==> images/power_grid.png <==
The bar under the picture is 50 microns long. Pins as bars on the die edge.
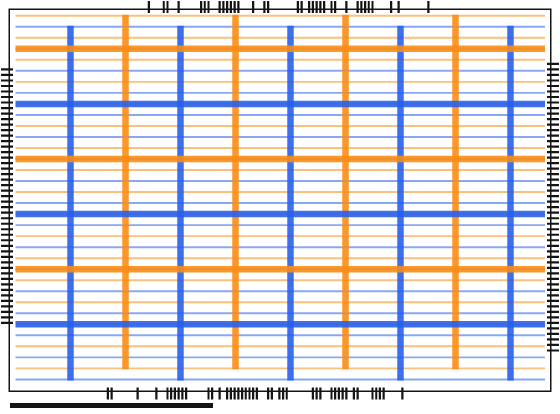
==> images/placement_by_type.png <==
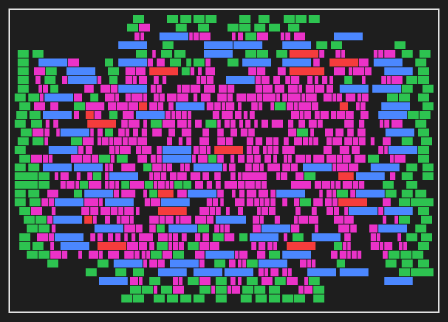
==> images/clk_routes.png <==
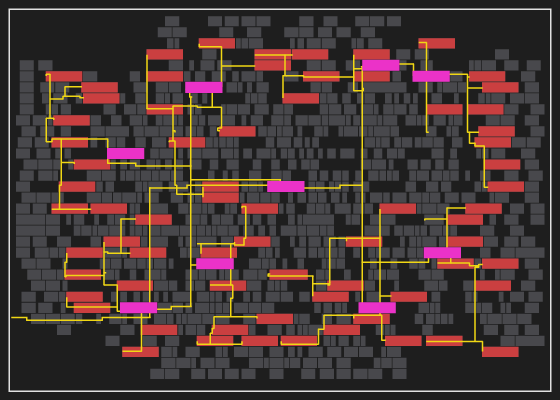
==> images/wires.png <==
The bar under the picture is 50 microns long.
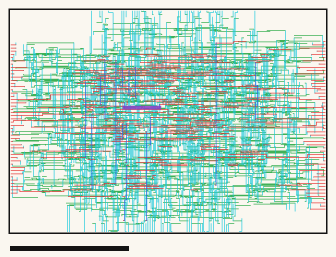
==> images/congestion.png <==
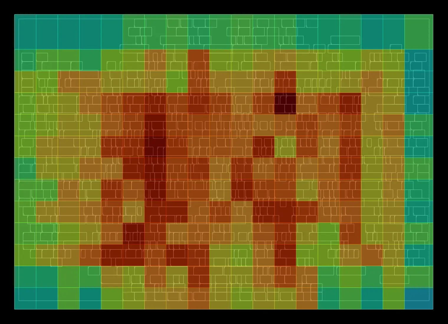
==> config.mk <==
export PLATFORM = sky130hd
export DESIGN_NAME = fetch_sequencer
export DESIGN_NICKNAME = d
export VERILOG_FILES = /design/src/rtl/fetch_sequencer.sv
export SDC_FILE = /design/constraint.sdc
export NUM_CORES = 1
export LEC_CHECK = 0
export ABC_AREA = 0
export ABC_CLOCK_PERIOD_IN_PS = 4510
export CAP_MARGIN = 20
export CORE_ASPECT_RATIO = 0.7
export CORE_MARGIN = 1
export CORE_UTILIZATION = 45
export CTS_BUF_LIST = sky130_fd_sc_hd__clkbuf_4 sky130_fd_sc_hd__clkbuf_8 sky130_fd_sc_hd__clkbuf_16
export CTS_CLUSTER_DIAMETER = 80
export DETAILED_ROUTE_END_ITERATION = 10
export GPL_ROUTABILITY_DRIVEN = 0
export PLACE_DENSITY = 0.86
export REMOVE_ABC_BUFFERS = 1
export SLEW_MARGIN = 20
export SYNTH_ARGS = -nofsm -noshare
export SYNTH_HDL_FRONTEND = slang
export SYNTH_SLANG_ARGS = --single-unit
==> constraint.sdc <==
create_clock -name clk -period 4.51 [get_ports clk]
set_clock_uncertainty 0.2 [all_clocks]
set_input_delay 0.902 -clock clk [delete_from_list [all_inputs] [get_ports clk]]
set_output_delay 0.902 -clock clk [all_outputs]
set_load 0.05 [all_outputs]
==> src/rtl/fetch_sequencer.sv <==
// Fetch-stage PC sequencer: picks the next fetch address and drives IF/ID and ID/EX
// flush/hold controls, with a non-nesting user/trap/kernel FSM holding EPC and cause.
//
// state      | meaning
// USER_RUN   | normal execution; branches, jumps, stalls, exceptions and interrupts honoured
// TRAP_ENTRY | single cycle after a trap redirect; inputs ignored, fetch vector+4
// KERNEL_RUN | handler running; irq ignored, exc flags double_fault, eret returns to epc
module fetch_sequencer #(
  parameter logic [31:0] RESET_PC    = 32'h0040_0000,
  parameter logic [31:0] TRAP_VECTOR = 32'h8000_0004
) (
  input  logic        clk,
  input  logic        reset,
  input  logic        stall_ld_use,
  input  logic        br_taken,
  input  logic [31:0] br_target,
  input  logic        jump,
  input  logic [31:0] jump_target,
  input  logic        exc,
  input  logic        eret,
  input  logic        irq,
  input  logic [31:0] id_pc,
  output logic [31:0] pc,
  output logic [31:0] epc,
  output logic [1:0]  cause,
  output logic        in_kernel,
  output logic        double_fault,
  output logic        hold_pc,
  output logic        hold_if_id,
  output logic        flush_if_id,
  output logic        flush_id_ex
);

  typedef enum logic [1:0] {
    USER_RUN   = 2'd0,
    TRAP_ENTRY = 2'd1,
    KERNEL_RUN = 2'd2
  } state_e;

  localparam logic [1:0] CAUSE_NONE = 2'b00;
  localparam logic [1:0] CAUSE_EXC  = 2'b01;
  localparam logic [1:0] CAUSE_IRQ  = 2'b10;

  state_e      state_q, state_d;
  logic [31:0] pc_q, pc_d;
  logic [31:0] epc_q, epc_d;
  logic [1:0]  cause_q, cause_d;
  logic        double_fault_q, double_fault_d;

  // A branch squashes the wrong-path exception in ID, but an interrupt still traps.
  logic exc_valid;
  logic trap_take;

  assign exc_valid = exc && !br_taken;
  assign trap_take = irq || exc_valid;

  always_ff @(posedge clk or posedge reset) begin
    if (reset) begin
      state_q        <= USER_RUN;
      pc_q           <= RESET_PC;
      epc_q          <= 32'h0;
      cause_q        <= CAUSE_NONE;
      double_fault_q <= 1'b0;
    end else begin
      state_q        <= state_d;
      pc_q           <= pc_d;
      epc_q          <= epc_d;
      cause_q        <= cause_d;
      double_fault_q <= double_fault_d;
    end
  end

  always_comb begin
    state_d        = state_q;
    pc_d           = pc_q + 32'd4;
    epc_d          = epc_q;
    cause_d        = cause_q;
    double_fault_d = double_fault_q;
    case (state_q)
      USER_RUN: begin
        if (trap_take) begin
          state_d = TRAP_ENTRY;
          pc_d    = TRAP_VECTOR;
          if (exc_valid) begin
            epc_d   = id_pc;
            cause_d = CAUSE_EXC;
          end else begin
            epc_d   = br_taken ? br_target : id_pc;
            cause_d = CAUSE_IRQ;
          end
        end else if (br_taken) begin
          pc_d = br_target;
        end else if (stall_ld_use) begin
          pc_d = pc_q;
        end else if (jump) begin
          pc_d = jump_target;
        end
      end
      TRAP_ENTRY: begin
        state_d = KERNEL_RUN;
      end
      KERNEL_RUN: begin
        if (exc) begin
          double_fault_d = 1'b1;
        end
        if (br_taken) begin
          pc_d = br_target;
        end else if (eret) begin
          pc_d    = epc_q;
          cause_d = CAUSE_NONE;
          state_d = USER_RUN;
        end else if (stall_ld_use) begin
          pc_d = pc_q;
        end else if (jump) begin
          pc_d = jump_target;
        end
      end
      default: begin
        state_d = USER_RUN;
        pc_d    = RESET_PC;
      end
    endcase
  end

  always_comb begin
    hold_pc     = 1'b0;
    hold_if_id  = 1'b0;
    flush_if_id = 1'b0;
    flush_id_ex = 1'b0;
    if (!reset) begin
      case (state_q)
        USER_RUN: begin
          if (trap_take || br_taken) begin
            flush_if_id = 1'b1;
            flush_id_ex = 1'b1;
          end else if (stall_ld_use) begin
            hold_pc     = 1'b1;
            hold_if_id  = 1'b1;
            flush_id_ex = 1'b1;
          end else if (jump) begin
            flush_if_id = 1'b1;
          end
        end
        KERNEL_RUN: begin
          if (br_taken) begin
            flush_if_id = 1'b1;
            flush_id_ex = 1'b1;
          end else if (eret) begin
            flush_if_id = 1'b1;
          end else if (stall_ld_use) begin
            hold_pc     = 1'b1;
            hold_if_id  = 1'b1;
            flush_id_ex = 1'b1;
          end else if (jump) begin
            flush_if_id = 1'b1;
          end
        end
        default: ;
      endcase
    end
  end

  assign pc           = pc_q;
  assign epc          = epc_q;
  assign cause        = cause_q;
  assign double_fault = double_fault_q;
  assign in_kernel    = !reset && (state_q == TRAP_ENTRY || state_q == KERNEL_RUN);

endmodule

==> deck_impl_summary.md <==
Key Metrics from the Run

Critical path
  – CP peak stage delay: 0.54 ns
  – CP Buf/Inv Count: 2
  – Reg2reg path depth: 9
  – Origin of the critical flop-to-flop path: state_q[1]$_DFFE_PP0P_
  – CP max stage cell: clkdlybuf4s50_1
  – CP max FO: 6
  – Kind of end point of the critical path: output port
  – Setup crit end: hold_if_id
  – Setup CP Type: in -> out
  – CP cell instances: clkdlybuf4s50_1, or3b_2, a21oi_1, and3_1, buf_12

STA
  – Pin slew with the least headroom to its limit: between 0.9 and 1 ns
  – RSZ-0062 raised after global routing: no
  – Period Utilization, post-route: 0.8823
  – Setup TNS: 0 ns
  – Final Max Tran Viols: 0
  – Hold WS: 0.2890 ns
  – Final setup margin: 0.5307 ns

CTS
  – CTS root buffer: clkbuf_16
  – Clock sink count: 69
  – CTS Hold Bufs: 0
  – # Post-CTS Setup Buffers: 0

Cells and area
  – Flop area: 1728 sq um
  – Fin nets: between 900 and 1000
  – Clock buffers: 15
  – N_diodes: 0
  – Clock-cell share: 0.04137
  – Fin cells: 985
  – Flop Count: 69
  – MI comb cells: ~530
  – Number of non-clock buffers: roughly 200
  – Share of cells above drive strength 1: 0.08092
  – Most frequent cells in the layout: 170 x clkdlybuf4s50_1, 99 x nand2_1, 74 x o21ai_0
  – Nonclk inv count: 13
  – Dominant class by area: combinational gates

GRT
  – Largest net degree at the start of global routing: between 60 and 70
  – Initial antenna violation count: 1
  – Vias in the first global route: approximately 5600
  – Grt ovf: 0
  – First-pass GRT wire length: 31480 microns

Logic synthesis
  – Area fraction in mux cells: 0.06753
  – Synth Flop Type: dfrtp_1
  – Async SR Flop Fraction: 1.000
  – Top post-synthesis cells by count: 99 x nand2_1, 75 x o21ai_0, 68 x dfrtp_1
  – Yosys cell types: ~70
  – Synth Area per Inst: 8.079 sq um
  – Seq share, synth: 0.3183
  – Registers, synthesis: 69
  – Yosys stat chip area: 5429 sq um
  – Yosys warning count: 0
  – Number of enable flip-flop cells: 0

Drt
  – DR iter-0 viols: approximately 940
  – DRT antenna net count: 0
  – DRC Markers: 0
  – Initial DRT Pass Iterations: 8

Power
  – Comb power: slightly above 3 mW
  – Total sequential power: 1.34 mW
  – Psw: around 2.7 mW
  – Pint: 2.471 mW
  – Pwr Total: just over 5 mW
  – Switching share of power: 0.5179
  – Combinational power share: 0.591
  – Seq pwr share: 0.262

Min path
  – Hold Crit Depth: 1
  – Worst hold path endpoint: double_fault$_DFFE_PP0P_

Floorplanning
  – Die area: 12510 sq um
  – Num tapcells: 157

Status
  – Status: completed

Place
  – Placed cells: 969
## Picture notes: power_grid.png
| net | color |
|---|---|
| VSS | blue |
| VDD | orange |
met4 straps: 9
met1 rails: 34
signal pins: 176
Die X-Extent: 133.3 microns
Die Y: 93.90 microns

## Picture notes: placement_by_type.png
| class | color | cells | share of their area |
|---|---|---|---|
| flops | blue | 69 | 23% |
| combinational and other logic | magenta | 546 | 46% |
| clock drivers and dummy loads | red | 16 | 4.2% |
| other buffers and delay cells | green | 197 | 27% |
Finished Core Util: 0.6448
# rows: 33
Core ar.: 11730 sq um
design area: 7561 sq um

## Picture notes: clk_routes.png
[clock wires] yellow | length: 1030 microns
[flip-flops] red | count: 69
[clock drivers] magenta | count: 9
routed clock nets: 10
Late-Pin Clk Latency: 0.35 ns
power share of the clock group: 0.146

## Picture notes: wires.png
| layer | color | wire length |
|---|---|---|
| metal 2 | cyan | 8610 microns |
| metal 3 | red | 2650 microns |
| metal 4 | blue | 378 microns |
| metal 5 | purple | 14.7 microns |
| metal 1 | green | 8570 microns |
WL/cell: 20.53 microns
Total GRT Usage: 0.3280
routed wire length: 20230 microns
via count: 6206

## Picture notes: congestion.png
grt met2 use: 0.4818
most used routing layer: met2
met1 GRT Util: 0.4589

Power figures rest on the tool's default switching activity, not on a simulated workload.
